### Routing congestion map, run 1

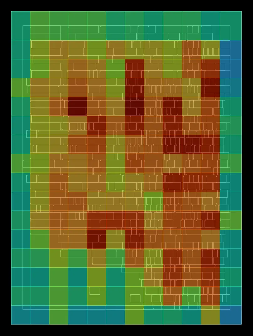
### Routed clock nets over the placement, run 1

Scale: 3 px per µm.
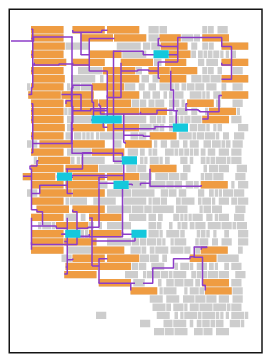
### Sequential cells grouped by signal name, run 1

Scale: 2 px per µm. Other sequential cells in the stronger grey, the rest of the logic in the fainter grey.
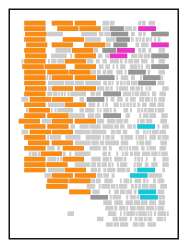
File: config.mk
export PLATFORM = sky130hd
export DESIGN_NAME = ras_free_list
export DESIGN_NICKNAME = d
export VERILOG_FILES = /design/src/rtl/ras_free_list_pkg.sv /design/src/rtl/ras_free_list_bram.sv /design/src/rtl/ras_free_list.sv
export SDC_FILE = /design/constraint.sdc
export NUM_CORES = 1
export LEC_CHECK = 0
export CORE_ASPECT_RATIO = 1.4
export CORE_MARGIN = 4
export CORE_UTILIZATION = 62
export CTS_CLUSTER_SIZE = 8
export DETAILED_ROUTE_END_ITERATION = 6
export PLACE_DENSITY = 0.9
export SLEW_MARGIN = 20
export SYNTH_ARGS = -nofsm -noshare
export SYNTH_HDL_FRONTEND = slang
export SYNTH_SLANG_ARGS = --single-unit
File: constraint.sdc
create_clock -name clk -period 5.57 [get_ports clk]
set_clock_uncertainty 0.05 [all_clocks]
set_input_delay 1.114 -clock clk [delete_from_list [all_inputs] [get_ports clk]]
set_output_delay 1.114 -clock clk [all_outputs]
set_load 0.05 [all_outputs]
File: src/rtl/ras_free_list_pkg.sv
// Shared types and helpers for the return-address-stack free-list allocator.
package ras_pkg;

    typedef enum logic [1:0] {
        INIT,
        PRIME,
        RUN
    } alloc_state_t;

    // Successor of node idx in the freshly built list; dir is +1 or -1.
    function automatic int wrap_link(input int idx, input int dir, input int depth);
        return (idx + depth + dir) % depth;
    endfunction

endpackage

File: src/rtl/ras_free_list_bram.sv
// Simple dual-port RAM: port A registered read (1-cycle latency), port B write.
module bram #(
    parameter int WIDTH  = 8,
    parameter int DEPTH  = 16,
    parameter int BLANK  = 1,
    parameter int AWIDTH = $clog2(DEPTH)
) (
    input  logic              clk,
    input  logic              a_en,
    input  logic [AWIDTH-1:0] a_addr,
    output logic [WIDTH-1:0]  a_dout,
    input  logic              b_en,
    input  logic [AWIDTH-1:0] b_addr,
    input  logic [WIDTH-1:0]  b_din
);

    logic [WIDTH-1:0] mem [DEPTH];

    // With BLANK set the read port shows zero on cycles without a read.
    always_ff @(posedge clk) begin
        if (a_en) begin
            a_dout <= mem[a_addr];
        end else if (BLANK != 0) begin
            a_dout <= '0;
        end
        if (b_en) begin
            mem[b_addr] <= b_din;
        end
    end

endmodule

File: src/rtl/ras_free_list.sv
// Free-list allocator: free node addresses form a linked list in a link RAM,
// one allocation per cycle with a registered head/next pair.
module ras_free_list
    import ras_pkg::*;
#(
    parameter int ADDR      = 4,
    parameter int DEPTH     = 16,
    parameter int DIRECTION = 1
) (
    input  logic            clk,
    input  logic            rst_n,
    input  logic            alloc_valid,
    output logic            alloc_ready,
    output logic [ADDR-1:0] alloc_addr,
    input  logic            free_valid,
    input  logic [ADDR-1:0] free_addr,
    input  logic            chain_valid,
    input  logic [ADDR-1:0] chain_start,
    input  logic [ADDR-1:0] chain_snd,
    input  logic [ADDR-1:0] chain_end,
    input  logic [ADDR:0]   chain_len,
    input  logic            rewind,
    input  logic [ADDR-1:0] rewind_addr,
    input  logic [ADDR:0]   rewind_count,
    output logic [ADDR:0]   free_count,
    output logic            empty,
    output logic            overflow_err
);

    typedef logic [ADDR:0] count_t;

    localparam logic [ADDR+1:0] DEPTH_W   = (ADDR+2)'(DEPTH);
    localparam logic [ADDR-1:0] LAST_IDX  = ADDR'(DEPTH - 1);
    localparam logic [ADDR-1:0] FIRST_NXT = ADDR'(wrap_link(0, DIRECTION, DEPTH));

    alloc_state_t    state_q, state_d;
    logic [ADDR-1:0] head_q, head_d;
    logic [ADDR-1:0] next_q, next_d;
    logic [ADDR-1:0] init_idx_q, init_idx_d;
    logic            next_from_ram_q, next_from_ram_d;
    count_t          count_q, count_d;
    logic            overflow_q;

    logic [ADDR-1:0] ram_dout;
    logic [ADDR-1:0] next_val;
    logic            a_en, b_en;
    logic [ADDR-1:0] a_addr, b_addr, b_din;

    logic            in_run, alloc_fire;
    logic            chain_req, free_req, ovf, do_chain, do_free;
    count_t          add_n;
    logic [ADDR+1:0] sum_n;

    assign next_val    = next_from_ram_q ? ram_dout : next_q;
    assign in_run      = (state_q == RUN);
    assign alloc_ready = in_run && (count_q != '0) && !rewind;
    assign alloc_fire  = alloc_valid && alloc_ready;

    // Rewind outranks chain, chain outranks free; an overflowing return is dropped.
    assign chain_req = in_run && !rewind && chain_valid;
    assign free_req  = in_run && !rewind && !chain_valid && free_valid;
    assign add_n     = chain_req ? chain_len : count_t'(free_req);
    assign sum_n     = {1'b0, count_q} + {1'b0, add_n};
    assign ovf       = (chain_req || free_req) && (sum_n > DEPTH_W);
    assign do_chain  = chain_req && !ovf;
    assign do_free   = free_req && !ovf;

    always_comb begin
        state_d         = state_q;
        head_d          = head_q;
        next_d          = next_val;
        next_from_ram_d = 1'b0;
        count_d         = count_q;
        init_idx_d      = init_idx_q;
        a_en            = 1'b0;
        a_addr          = next_val;
        b_en            = 1'b0;
        b_addr          = init_idx_q;
        b_din           = ADDR'(wrap_link(int'(init_idx_q), DIRECTION, DEPTH));
        case (state_q)
            INIT: begin
                b_en = 1'b1;
                if (init_idx_q == LAST_IDX) begin
                    state_d = RUN;
                    head_d  = '0;
                    next_d  = FIRST_NXT;
                    count_d = count_t'(DEPTH);
                end else begin
                    init_idx_d = init_idx_q + ADDR'(1);
                end
            end
            PRIME: begin
                next_d  = ram_dout;
                state_d = RUN;
            end
            RUN: begin
                if (rewind) begin
                    head_d  = rewind_addr;
                    count_d = rewind_count;
                    a_en    = 1'b1;
                    a_addr  = rewind_addr;
                    state_d = PRIME;
                end else if (do_chain) begin
                    b_en    = 1'b1;
                    b_addr  = chain_end;
                    b_din   = alloc_fire ? next_val : head_q;
                    head_d  = chain_start;
                    next_d  = (chain_len == count_t'(1)) ? b_din : chain_snd;
                    count_d = count_q + chain_len - count_t'(alloc_fire);
                end else if (do_free) begin
                    b_en    = 1'b1;
                    b_addr  = free_addr;
                    b_din   = alloc_fire ? next_val : head_q;
                    head_d  = free_addr;
                    next_d  = b_din;
                    count_d = count_q + count_t'(1) - count_t'(alloc_fire);
                end else if (alloc_fire) begin
                    head_d          = next_val;
                    a_en            = 1'b1;
                    a_addr          = next_val;
                    next_from_ram_d = 1'b1;
                    count_d         = count_q - count_t'(1);
                end
            end
            default: state_d = INIT;
        endcase
    end

    always_ff @(posedge clk or negedge rst_n) begin
        if (!rst_n) begin
            state_q         <= INIT;
            head_q          <= '0;
            next_q          <= '0;
            init_idx_q      <= '0;
            next_from_ram_q <= 1'b0;
            count_q         <= '0;
            overflow_q      <= 1'b0;
        end else begin
            state_q         <= state_d;
            head_q          <= head_d;
            next_q          <= next_d;
            init_idx_q      <= init_idx_d;
            next_from_ram_q <= next_from_ram_d;
            count_q         <= count_d;
            overflow_q      <= overflow_q | ovf;
        end
    end

    bram #(
        .WIDTH (ADDR),
        .DEPTH (DEPTH),
        .BLANK (1),
        .AWIDTH(ADDR)
    ) link_ram (
        .clk   (clk),
        .a_en  (a_en),
        .a_addr(a_addr),
        .a_dout(ram_dout),
        .b_en  (b_en),
        .b_addr(b_addr),
        .b_din (b_din)
    );

    assign alloc_addr   = head_q;
    assign free_count   = count_q;
    assign empty        = (count_q == '0);
    assign overflow_err = overflow_q;

    chain_free_exclusive: assert property (@(posedge clk) disable iff (!rst_n)
        !(chain_valid && free_valid));

endmodule

==> Slide: Implementation Results, run 1 <==
Flow Results at a Glance

Synth
  – Aoi share: 0.143
  – FA/HA/MAJ Cells, Area Fraction: 0.0608
  – Area fraction in xor and xnor cells: 0.0246
  – Ys cells: 408
  – Top non-seq family: AND-OR/OR-AND gates
  – Post-synth regs: 89
  – Syn avg cell area: 12.2 µm²
  – Post-synthesis chip area from yosys: 0.00498 mm²
  – Ys Warns: 0
  – Synth top cells by count: 64 x edfxtp_1, 45 x nor2_1, 23 x a21oi_1, 23 x inv_1
  – Yosys top cell by instances: edfxtp_1
  – Post-synth EDFFs: 64
  – Mux cell area share: 0.112
  – Top-area cell share: 0.386
  – Synth cell types: 63

Floorplanning
  – Core Footprint: 0.00780 mm²
  – Die X: 83.7 µm
  – N_taps: 100
  – # IOs: 48
  – Die ar.: 0.00955 mm²
  – Std-Cell Rows: 38
  – Die Y: 114 µm
  – Floorplan Utilization: 0.638

STA
  – Post-layout period usage of the worst path: 0.922
  – Hold WS: 0.453 ns
  – Hold Violations, Final: 0
  – Max Clk Rate: 195 MHz
  – TNS Setup: 0 ns
  – Slew at the pin with the worst max-slew slack: 0.761 ns
  – RSZ-0062 raised after global routing: no
  – Min Tclk post-route: 5.13 ns
  – # setup viols final: 0

Critical path
  – Worst path cell trace: clkdlybuf4s50_1 -> nor3b_2 -> nand2_1 -> nor2_1 -> fa_1 -> nor2_1 -> o2111a_1 -> o31ai_2 -> buf_4 -> or3_1 -> a22oi_4 -> nand3_1 -> nor2_1
  – FF-to-FF setup slack: 1.09 ns
  – CP Launch Type: primary input
  – Setup Crit Path Kind: in2reg
  – Worst EP required: 5.55 ns
  – Max incr delay on CP: 0.60 ns
  – Crit path DAT: 5.11 ns
  – Critical-path maximum fanout: 10
  – Crit path max-delay family: simple AND/OR/NAND/NOR gates

Final layout
  – N_diodes: 0
  – Area delta synth->final: 16.1%
  – Multi-input comb cells: 282
  – Largest cell class: flip-flops and latches
  – Most frequent logic cell in the layout: edfxtp_1
  – Clk cell area share: 0.0346
  – Inverters: 24
  – Non-clock buffers: 60
  – Most frequent cells in the layout: 64 x edfxtp_1, 46 x clkdlybuf4s50_1, 45 x nor2_1
  – Flop count: 89
  – Layout cells sized above 1: 0.144
  – Logic share of the area: 0.394
  – Logic area: 0.00228 mm²
  – Filler Cell Count: 487
  – Non-clk buf share: 0.0974

Clock tree
  – Clock transition at path regs: 0.10 ns
  – CTS Sinks: 89
  – Cts bufs inserted: 9
  – Clock Latency Late Sink: 0.37 ns
  – Post-CTS resize count: 0
  – CTS Buffer Depth: 2
  – Clk root buf: clkbuf_8
  – Cts hold-fix bufs: 0

Placed design
  – Routability cong.: 0.929
  – Dpl cells: 555
  – DP Wirelength: 9.17 mm

Global route
  – Number of global-route vias before repair: 3872
  – Initial antenna violation count: 0

Routing
  – DR pass1 iterations: 5
  – # DRC: 0
  – Post-route antenna net violation count: 0

Job
  – Max Cap Viol: 0

Outcome
  – Status: finished, final reports clean

Pwr
  – Leakage: 0.00218 µW
  – VDD IR-drop max: 0.337 mV

Worst hold path
  – Min-Delay Path Class: reg2reg
Notes on 'Routing congestion map' above:
GRT Overall Usage: 0.272
DR WL/cell: 22.1 µm

Notes on 'Routed clock nets over the placement' above:
[purple] clock wires | length: 1020 µm
[orange] flip-flops | count: 89
[cyan] clock drivers | count: 9
routed clock nets: 10
flops lie: widely spread

Notes on 'Sequential cells grouped by signal name' above:
[cyan] `free_count` | flops: 5 | where: south-east
[orange] `link_ram.mem` | flops: 64
[magenta] `next_q` | flops: 4 | where: north-east
not coloured: 16
fraction of area in registers: 0.437
Reg area: 0.00253 mm²
final core utilization: 0.741
P_seq: 1150 µW

==> run 1: flip-flops by register name (all words and copies together) (netlist names) <==
name and count:
state_q 2, overflow_err 1, link_ram.mem 64, free_count 5, next_q 4, alloc_addr 4, init_idx_q 4, next_from_ram_q 1
link_ram.a_dout 4
==> run 1: cells by family after synthesis <==
family          count (synthesis)
compound gates                 94
fa+ha+maj                      23
flops                          89
simple gates                  116
mux                            35
xor+xnor                       14
buf+inv                        37
==> run 1: worst paths after layout <==
path | from | end | cells after the start
worst min-delay path | alloc_addr[0] | alloc_addr[0] | 2
min in group asynchronous | rst_n | free_count[4] | 1
worst min register to register | alloc_addr[0] | alloc_addr[0] | 2
worst max-delay path | rewind | link_ram.mem[4][3] | 13
max in group asynchronous | rst_n | next_q[0] | 1
worst max register to register | state_q[0] | link_ram.mem[4][3] | 13
==> run 1: tightest hold or removal path, cell delays in order (launching register included) <==
cell and delay [ns]:
dfrtp_1 0.38, nand2_1 0.05, nand2_1 0.05
==> run 1: power breakdown <==
| part | switching, µW | internal, µW | total (µW) |
|---|---|---|---|
| clock network | 273 | 182 | 454 |
| logic | 989 | 678 | 1670 |
| registers | 128 | 1030 | 1150 |
| total | 1390 | 1890 | 3280 |
==> run 1: metrics by stage <==
stage	total power [µW]	worst slack (ns)	area (µm²)
finish	3280	0.436	5780
global route	3440	0.295	5780
CTS	3250	0.416	5780
detailed placement	2790	0.0518	5580
global placement	2730	0.279	5580
floorplan	2300	1.14	4980
==> run 1: metal layers <==
layer	track usage	routed length [µm]	vias up
li1	-	-	1659
met1	0.318	4640	1755
met2	0.475	6500	252
met3	0.0578	1010	51
met4	0.131	496	0
met5	0	0	-
### Met3 routing, run 1

Scale: 2 px per µm.
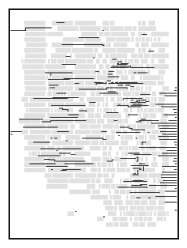

--- run 2 (diff from run 1) ---
--- a/config.mk
+++ b/config.mk
@@ -5,7 +5,7 @@
 export SDC_FILE = /design/constraint.sdc
 export NUM_CORES = 1
 export LEC_CHECK = 0
-export CORE_ASPECT_RATIO = 1.4
+export CAP_MARGIN = 20
 export CORE_MARGIN = 4
 export CORE_UTILIZATION = 62
 export CTS_CLUSTER_SIZE = 8
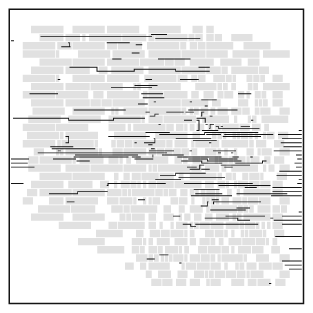
*Met3 routing, run 2*
Scale: 3 px per µm.
share of all routed wire: 8.9%
nets with wire on the layer: 103
met3 Use GR: 0.0668
via count: 3732
final wirelength: 12.6 mm

==> Slide: Implementation Results, run 2 <==
Flow Results at a Glance

Worst hold path
  – Min-Delay Path Class: reg2reg
  – Worst Hold Path Cells: 1
  – Hold_sp: overflow_err
  – WHS Endpoint: overflow_err

Final layout
  – Area delta synth->final: 16.5%
  – Logic area: 0.00228 mm²
  – Most frequent cells in the layout: 64 x edfxtp_1, 46 x clkdlybuf4s50_1, 45 x nor2_1
  – N_diodes: 0
  – Filler Cell Count: 507
  – Reg area: 0.00253 mm²
  – Finished Layout Cells: 573
  – Most frequent logic cell in the layout: edfxtp_1
  – Most flops, register: link_ram.mem
  – Post-route cell area: 0.00580 mm²
  – Max reg flops: 64
  – Layout cells sized above 1: 0.144

Critical path
  – Critical Path Start: chain_valid
  – CP Launch Type: primary input
  – FF-to-FF setup slack: 1.17 ns
  – RR Endpoint: link_ram.mem[0][0]
  – Critical-path maximum fanout: 11
  – End point of the critical path: link_ram.mem[0][0]
  – Setup Crit Path Kind: in2reg
  – Path depth of the worst reg2reg path: 13

Global route
  – Initial antenna violation count: 0
  – GRT Overall Usage: 0.276
  – Grt total ovfl: 0
  – Number of global-route vias before repair: 3814

Clock tree
  – CTS Sinks: 89
  – Cts bufs inserted: 9
  – CTS Buffer Depth: 2
  – CTS tree: done
  – Clock transition at path regs: 0.09 ns
  – Post-CTS resize count: 0
  – Cts hold-fix bufs: 0

Placed design
  – Routability cong.: 0.923
  – Dpl cells: 557
  – Placed Area: 0.00558 mm²
  – Port buffer count: 47

Synth
  – Yosys top cell by instances: edfxtp_1
  – Ys cells: 408
  – Syn avg cell area: 12.2 µm²
  – Post-synthesis chip area from yosys: 0.00498 mm²
  – Mux cell area share: 0.112
  – Synth cell types: 63
  – Ys Warns: 0
  – Post-Syn Instances: 408
  – Area fraction in xor and xnor cells: 0.0246
  – Synth top cells by count: 64 x edfxtp_1, 45 x nor2_1, 23 x a21oi_1, 23 x inv_1
  – Top non-seq family: AND-OR/OR-AND gates
  – Post-synth regs: 89
  – Top-area cell share: 0.386
  – Post-synth EDFFs: 64
  – Aoi share: 0.143
  – FA/HA/MAJ Cells, Area Fraction: 0.0608

Job
  – Max Cap Viol: 0

Pwr
  – Internal: 1930 µW
  – Clock power share: 0.143
  – Switching Fraction: 0.418
  – Leakage: 0.00219 µW
  – Sequential share of power: 0.351
  – Pwr Total: 3310 µW
  – PwrDens: 570 mW/mm²
  – VDD IR-drop max: 0.338 mV
  – Sw power: 1380 µW
  – Comb pwr share: 0.506

STA
  – # setup viols final: 0
  – Min Tclk post-route: 4.89 ns
  – RSZ-0062 raised after global routing: no
  – TNS Setup: 0 ns
  – Max Clk Rate: 205 MHz
  – Slew margin rel.: 0.421

Floorplanning
  – Core Footprint: 0.00777 mm²
  – Std-Cell Rows: 32
  – Floorplan Utilization: 0.641
  – Die X: 97.6 µm
  – Die ar.: 0.00953 mm²
  – Die Y: 97.6 µm
  – # IOs: 48

Routing
  – DR WL/cell: 22.0 µm
  – Post-route antenna net violation count: 0
  – # DRC: 0
  – DR pass1 iterations: 5

Outcome
  – Status: finished, final reports clean
==> run 2: cell counts after synthesis <==
Identical to the previous run, type by type.
==> run 2: critical path: stages <==
cell             delay [ns]
clkdlybuf4s50_1        0.59
nor2b_1                0.11
a21oi_1                0.12
nor2_1                 0.05
ha_1                   0.22
fa_1                   0.45
a211oi_1               0.30
o21ba_2                0.20
o31ai_2                0.06
buf_4                  0.18
or3_1                  0.61
a22oi_4                0.27
nand3_1                0.24
nor2_1                 0.36
==> run 2: power by group through the flow <==
stage	Sequential, µW	Clock [µW]	Combinational [µW]
2_1_floorplan	1210	0	1090
3_3_place_gp	1160	0	1570
3_5_place_dp	1170	0	1640
4_1_cts	1160	476	1660
5_1_grt	1170	509	1800
6_report	1160	472	1670
==> run 2: metal layers <==
layer	wire, µm	track usage	share of wire	up-vias
li1	-	-	-	1655
met2	6450	0.474	0.51	247
met4	331	0.0831	0.026	0
met5	0	0	0	-
met1	4720	0.346	0.37	1787
met3	1130	0.0668	0.089	43
==> run 2: layout make-up <==
| type | count | share of cell area |
|---|---|---|
| tap | 102 | 0.0220 |
| multi-input combinational | 282 | 0.392 |
| clock buffer | 9 | 0.0214 |
| inverter | 24 | 0.0155 |
| sequential | 89 | 0.436 |
| timing repair buffer | 60 | 0.0970 |
| clock inverter | 7 | 0.0160 |
==> run 2: cells by family after synthesis <==
family,count (synthesis)
xor+xnor,14
simple gates,116
buf+inv,37
compound gates,94
flops,89
mux,35
fa+ha+maj,23
==> run 2: stage by stage <==
stage,util,setup WS (ns),hold WS [ns]
after global placement,0.718,0.531,0.438
after floorplan,-,1.14,0.438
final,0.747,0.683,0.460
after detailed placement,0.718,0.360,0.442
after CTS,0.746,0.699,0.464
after global routing,0.747,0.453,0.476
### Routing congestion map, run 2

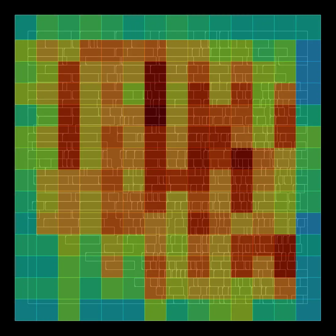

--- run 3 (diff from run 2) ---
--- a/config.mk
+++ b/config.mk
@@ -10,7 +10,9 @@
 export CORE_UTILIZATION = 62
 export CTS_CLUSTER_SIZE = 8
 export DETAILED_ROUTE_END_ITERATION = 6
+export GPL_TIMING_DRIVEN = 0
 export PLACE_DENSITY = 0.9
+export SETUP_SLACK_MARGIN = 0.5
 export SLEW_MARGIN = 20
 export SYNTH_ARGS = -nofsm -noshare
 export SYNTH_HDL_FRONTEND = slang
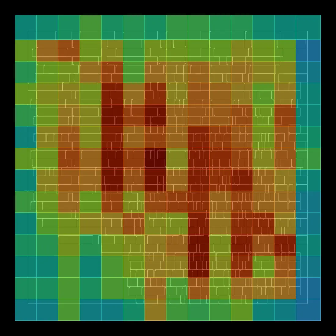
*Routing congestion map, run 3*
met3 Use GR: 0.0660
DR WL/cell: 21.7 µm
GR peak layer: met2
GR met2 Demand/Resource: 0.443

==> Slide: Implementation Results, run 3 <==
Flow Results at a Glance

Final layout
  – Finished Layout Cells: 575
  – Final core utilization: 0.752
  – Area delta synth->final: 17.4%
  – N_diodes: 0
  – Most frequent cells in the layout: 64 x edfxtp_1, 46 x clkdlybuf4s50_1, 33 x nor2_1
  – Layout cells sized above 1: 0.171
  – Most flops, register: link_ram.mem
  – Filler Cell Count: 494

Floorplanning
  – Die ar.: 0.00953 mm²
  – Std-Cell Rows: 32
  – Die Y: 97.6 µm
  – Floorplan Utilization: 0.641
  – # IOs: 48
  – Die X: 97.6 µm

Critical path
  – Critical Path Start: rewind
  – Buf+Inv Stages, Crit Path: 4
  – Critical-path maximum fanout: 10
  – Max incr delay on CP: 0.59 ns
  – Crit path DAT: 5.04 ns
  – Stages on worst setup path: 15
  – Path depth of the worst reg2reg path: 15
  – CP max-delay cell: clkdlybuf4s50_1
  – Worst EP required: 5.55 ns
  – Setup Crit Path Kind: in2reg
  – RR Endpoint: link_ram.mem[1][2]
  – End point of the critical path: link_ram.mem[1][2]

Synth
  – Post-synth EDFFs: 64
  – Post-Syn Instances: 408
  – Yosys top cell by instances: edfxtp_1
  – Ys cells: 408
  – Mux cell area share: 0.112
  – Post-synthesis chip area from yosys: 0.00498 mm²
  – Post-synth regs: 89
  – Syn avg cell area: 12.2 µm²
  – Synth top cells by count: 64 x edfxtp_1, 45 x nor2_1, 23 x a21oi_1, 23 x inv_1
  – Synth cell types: 63
  – Ys Warns: 0
  – Top non-seq family: AND-OR/OR-AND gates
  – Top-area cell share: 0.386
  – Area fraction in xor and xnor cells: 0.0246
  – FA/HA/MAJ Cells, Area Fraction: 0.0608

Pwr
  – Pwr Total: 3310 µW
  – Sequential share of power: 0.346
  – Internal: 1930 µW
  – Comb pwr share: 0.518
  – PwrDens: 566 mW/mm²
  – Switching Fraction: 0.418
  – Clock group power: 450 µW
  – Top power group: combinational logic
  – Leakage: 0.00220 µW
  – Combinational Power: 1710 µW
  – Clock power share: 0.136
  – P_seq: 1140 µW
  – Sw power: 1380 µW

STA
  – Slew at the pin with the worst max-slew slack: 0.843 ns
  – # setup viols final: 0
  – Slew margin rel.: 0.422
  – Count of pins over their slew limit: 0
  – Min Tclk post-route: 5.06 ns
  – Hold Violations, Final: 0
  – Max Clk Rate: 198 MHz
  – TNS Setup: 0 ns
  – Post-layout period usage of the worst path: 0.909
  – RSZ-0062 raised after global routing: yes

Placed design
  – Placed Area: 0.00560 mm²
  – Dpl cells: 559
  – DP Wirelength: 9.06 mm
  – Port buffer count: 47
  – Routability cong.: 0.974

Clock tree
  – Clk root buf: clkbuf_8
  – Clock transition at path regs: 0.09 ns
  – Cts bufs inserted: 9
  – CTS tree: done
  – CTS Buffer Depth: 2
  – Clock Latency Late Sink: 0.37 ns

Routing
  – Post-route antenna net violation count: 0
  – Final wirelength: 12.5 mm
  – Via count: 3745
  – DR pass1 iterations: 5
  – # DRC: 0

Global route
  – GRT Overall Usage: 0.272
  – Grt total ovfl: 0
  – Met1 usage: 0.358
  – Initial antenna violation count: 0

Job
  – Max Cap Viol: 0

Worst hold path
  – Hold_sp: overflow_err
  – Min-Delay Path Class: reg2reg
  – Worst Hold Path Cells: 1

Outcome
  – Status: finished, final reports clean
## run 3: netlist changes by cell type in the layout (fill, tap and decap cells not counted), moves of 3 or more
cell / previous run / this run
buf_4: 13 / 5
buf_6: 0 / 4
o21ai_0: 15 / 12
buf_2: 1 / 5
o21ai_2: 0 / 3
nor2_1: 45 / 33
nor2_2: 0 / 11
## run 3: routing by layer
layer	wire length, µm	up-vias	part of all wire
li1	-	1658	-
met1	4650	1768	0.37
met2	6100	271	0.49
met3	1330	48	0.11
met4	397	0	0.032
met5	0	-	0
## run 3: stage by stage
stage | hold slack (ns) | setup WS, ns
floorplan | 0.438 | 1.14
global route | 0.486 | 0.380
detailed placement | 0.425 | 0.0794
CTS | 0.447 | 0.510
global placement | 0.431 | -0.482
finish | 0.440 | 0.508
## run 3: cells by family (layout without fill, tap and decap cells)
kind of cell             after synthesis  after routing
XOR/XNOR                              14             14
buffers and inverters                 37            102
AND-OR/OR-AND                         94             94
AND/OR/NAND/NOR                      116            116
adder cells (fa/ha/maj)               23             23
flip-flops                            89             89
multiplexers                          35             35
## run 3: what timing repair did
action | CTS | global route
gates resized | 1 | 16
hold buffers | 0 | 0
endpoints found under the setup margin | 20 | 80
## run 3: cell type report
class | count | area [µm²] | area share
Timing Repair Buffer | 49 | 480 | 0.0822
Inverter | 24 | 90.1 | 0.0154
Sequential cell | 89 | 2530 | 0.432
Multi-Input combinational cell | 282 | 2320 | 0.398
Clock inverter | 7 | 76.3 | 0.0131
Tap cell | 102 | 128 | 0.0218
Clock buffer | 9 | 124 | 0.0212
Buffer | 13 | 95.1 | 0.0163
Power is estimated from default activity; no workload was simulated.
